[config.mk]
export PLATFORM = sky130hd
export DESIGN_NAME = single_fm_log2
export DESIGN_NICKNAME = d
export VERILOG_FILES = /design/src/rtl/single_fm_log2.sv
export SDC_FILE = /design/constraint.sdc
export NUM_CORES = 1
export LEC_CHECK = 0
export CORE_MARGIN = 5
export CORE_UTILIZATION = 58
export CTS_BUF_LIST = sky130_fd_sc_hd__clkbuf_4
export CTS_CLUSTER_SIZE = 20
export DETAILED_ROUTE_END_ITERATION = 12
export GPL_TIMING_DRIVEN = 0
export PLACE_DENSITY = 0.81
export SLEW_MARGIN = 20
export SYNTH_ARGS = -nofsm -noshare
export SYNTH_HDL_FRONTEND = slang
export SYNTH_SLANG_ARGS = --single-unit
[constraint.sdc]
create_clock -name clk -period 10.1 [get_ports clk]
set_clock_uncertainty 0.15 [all_clocks]
set_input_delay 1.01 -clock clk [delete_from_list [all_inputs] [get_ports clk]]
set_output_delay 1.01 -clock clk [all_outputs]
set_load 0.05 [all_outputs]
[src/rtl/single_fm_log2.sv]
// single_fm_log2 -- iterative IEEE-754 single-precision log2.
//
// Computes c = log2(a) by repeated squaring of the mantissa: each ITER cycle
// squares m in 1.23 format and emits one fraction bit of log2(m). After
// FRAC_BITS iterations the signed fixed-point value {exponent, fraction} is
// normalised into a single-precision result in PACK. Special operands
// (zero/denormal, negative, inf, NaN) are classified at accept and override
// the computed value in PACK, so every operation has the same latency.
//
// Ports:
//   clk        in   1   clock, rising edge
//   rst        in   1   asynchronous active-high reset
//   in_valid   in   1   operand a valid this cycle
//   in_ready   out  1   operand can be accepted this cycle (IDLE or DONE)
//   a          in  32   single-precision operand
//   out_valid  out  1   one-cycle pulse, c holds a new result
//   c          out 32   single-precision log2(a), held between results
module single_fm_log2 #(
  parameter int unsigned FRAC_BITS = 24
) (
  input  logic        clk,
  input  logic        rst,
  input  logic        in_valid,
  output logic        in_ready,
  input  logic [31:0] a,
  output logic        out_valid,
  output logic [31:0] c
);

  localparam int unsigned VW = FRAC_BITS + 8;
  localparam int unsigned CW = $clog2(FRAC_BITS);
  localparam int unsigned LW = $clog2(VW);

  typedef enum logic [1:0] {
    S_IDLE,
    S_ITER,
    S_PACK,
    S_DONE
  } state_t;

  state_t               state_q, state_d;
  logic [7:0]           exp_q, exp_d;
  logic [23:0]          m_q, m_d;
  logic [FRAC_BITS-1:0] f_q, f_d;
  logic [CW-1:0]        cnt_q, cnt_d;
  logic                 spec_q, spec_d;
  logic [31:0]          spec_val_q, spec_val_d;
  logic [31:0]          c_q, c_d;

  logic                 accept;
  logic [24:0]          sq_hi;
  logic                 a_special;
  logic [31:0]          a_spec_val;

  logic [VW-1:0]        v;
  logic                 v_neg;
  logic [VW-1:0]        mag;
  logic [LW-1:0]        lead;
  logic [LW-1:0]        shamt;
  logic [22:0]          mant;
  logic [7:0]           expf;
  logic [31:0]          pack_val;

  assign in_ready  = (state_q == S_IDLE) || (state_q == S_DONE);
  assign accept    = in_valid && in_ready;
  assign out_valid = (state_q == S_DONE);
  assign c         = c_q;

  // Operand classification; priority makes any NaN (either sign) a quiet NaN
  // and lets -0 map to -inf like +0.
  always_comb begin
    a_special  = 1'b1;
    a_spec_val = '0;
    if (a[30:23] == 8'hFF && a[22:0] != '0) begin
      a_spec_val = 32'h7FC00000;
    end else if (a[30:23] == 8'h00) begin
      a_spec_val = 32'hFF800000;
    end else if (a[31]) begin
      a_spec_val = 32'h7FC00000;
    end else if (a[30:23] == 8'hFF) begin
      a_spec_val = 32'h7F800000;
    end else begin
      a_special  = 1'b0;
    end
  end

  // Normalise the signed fixed value {e, f} (binary point above f).
  always_comb begin
    v     = {exp_q, f_q};
    v_neg = v[VW-1];
    mag   = v_neg ? (~v + VW'(1)) : v;
    lead  = '0;
    for (int unsigned i = 0; i < VW; i++) begin
      if (mag[i]) lead = LW'(i);
    end
    shamt = LW'(VW - 1) - lead;
    // Leading one moved to bit VW-1; the 23 bits below it are the mantissa.
    mant  = 23'((mag << shamt) >> (VW - 24));
    expf  = 8'd127 + 8'(lead) - 8'(FRAC_BITS);
    pack_val = (mag == '0) ? 32'h00000000 : {v_neg, expf, mant};
  end

  always_comb begin
    state_d    = state_q;
    exp_d      = exp_q;
    m_d        = m_q;
    f_d        = f_q;
    cnt_d      = cnt_q;
    spec_d     = spec_q;
    spec_val_d = spec_val_q;
    c_d        = c_q;
    // Only bits 47:23 of the 2.46 square are ever needed.
    sq_hi      = 25'((48'(m_q) * 48'(m_q)) >> 23);

    case (state_q)
      S_IDLE, S_DONE: begin
        if (accept) begin
          exp_d      = a[30:23] - 8'd127;
          m_d        = {1'b1, a[22:0]};
          f_d        = '0;
          cnt_d      = '0;
          spec_d     = a_special;
          spec_val_d = a_spec_val;
          state_d    = S_ITER;
        end else if (state_q == S_DONE) begin
          state_d = S_IDLE;
        end
      end
      S_ITER: begin
        f_d   = {f_q[FRAC_BITS-2:0], sq_hi[24]};
        m_d   = sq_hi[24] ? sq_hi[24:1] : sq_hi[23:0];
        cnt_d = cnt_q + 1'b1;
        if (cnt_q == CW'(FRAC_BITS - 1)) state_d = S_PACK;
      end
      S_PACK: begin
        c_d     = spec_q ? spec_val_q : pack_val;
        state_d = S_DONE;
      end
      default: state_d = S_IDLE;
    endcase
  end

  always_ff @(posedge clk or posedge rst) begin
    if (rst) begin
      state_q    <= S_IDLE;
      exp_q      <= '0;
      m_q        <= '0;
      f_q        <= '0;
      cnt_q      <= '0;
      spec_q     <= 1'b0;
      spec_val_q <= '0;
      c_q        <= '0;
    end else begin
      state_q    <= state_d;
      exp_q      <= exp_d;
      m_q        <= m_d;
      f_q        <= f_d;
      cnt_q      <= cnt_d;
      spec_q     <= spec_d;
      spec_val_q <= spec_val_d;
      c_q        <= c_d;
    end
  end

endmodule

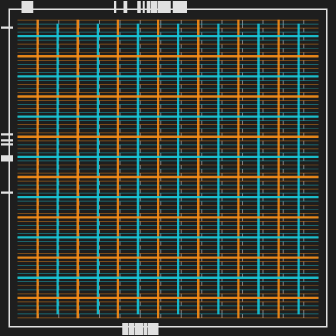
**Above:** supply network.
Pins as bars on the die edge. Tap cells in gray.
| color | net |
|---|---|
| orange | VSS |
| cyan | VDD |
met4 straps: 14
tap cells: 532

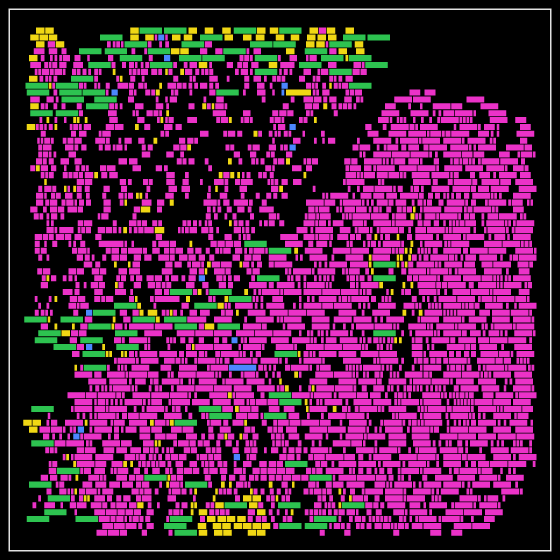
**Above:** placed cells, one color a class.
| color | class | cells | share of their area |
|---|---|---|---|
| yellow | other buffers and delay cells | 218 | 5.4% |
| magenta | all other logic | 2474 | 84% |
| blue | clock drivers and dummy loads | 15 | 0.53% |
| green | flip-flops | 98 | 9.9% |

==> flow_metrics.env <==
# yosys + openroad results
export IMPL_viasPerCell=6.13
export IMPL_reg2reg_from="m_q[5]"
export IMPL_n_tap_cell=532
export IMPL_root_buffer="clkbuf_4"
export IMPL_period_used_pct=96.4
export IMPL_drive_above_1_share_pct=4.42
export IMPL_r2r_end="m_q[2]"
export IMPL_cp_num_buf_inv=6
export IMPL_htree_levels=3
export IMPL_vias=20507
export IMPL_most_common_layout_cells="inv_1, fa_1, nand2_1"
export IMPL_critPathCaptureType="register"
export IMPL_hold_depth=2
export IMPL_status="complete, no violations"
export IMPL_xor_share_pct=2.77
export IMPL_numCtsBuffers=9
export IMPL_firstDrtPassIters=5
export IMPL_cts_resized=4
export IMPL_logic_area_um2=19000
export IMPL_antenna_found_initial=4
export IMPL_critPathArrivalTime_ns=10.09
export IMPL_setup_violations=0
export IMPL_holdWs_ns=0.344
export IMPL_cp_common_cell="fa_1"
export IMPL_area_leaders="fa_1, dfrtp_1, ha_1"
export IMPL_async_flop_share_pct=100
export IMPL_ant_nets=0
export IMPL_synthSimpleGateAreaFrac_pct=16.0
export IMPL_clkSlewWorstSetupHoldPaths_ns=0.22
export IMPL_clk_latency_ns=0.61
export IMPL_rows=74
export IMPL_cp_top_family="adder cells"
export IMPL_r2r_slack_ns=0.37
export IMPL_ys_cells=2721
export IMPL_first_global_vias=21453
export IMPL_grt_pass1_wl_um=118000
export IMPL_synth_seq_share_pct=10.2
export IMPL_grtUsageMet3_pct=5.97
export IMPL_dieArea_um2=45600
export IMPL_most_common_cell="inv_1"
export IMPL_warning_count=33
export IMPL_tightest_slew_ns=1.15
export IMPL_die_h_um=214
export IMPL_globalplace_congestion=0.975
export IMPL_min_path_type="reg -> reg"
export IMPL_postCtsSetupRepairBufs=1
export IMPL_edf_count=0
-- stage by stage --
stage	instance area (um^2)
floorplan	24000
global placement	25400
detailed placement	25400
CTS	25500
global route	25600
finish	25600
-- routing by layer --
metal,vias to the layer above,part of all wire (%),routed length (um)
met3,220,8.7,6470
met2,995,47,35100
met4,0,4.7,3480
met5,-,0,0
met1,10312,40,29500
li1,8980,-,-
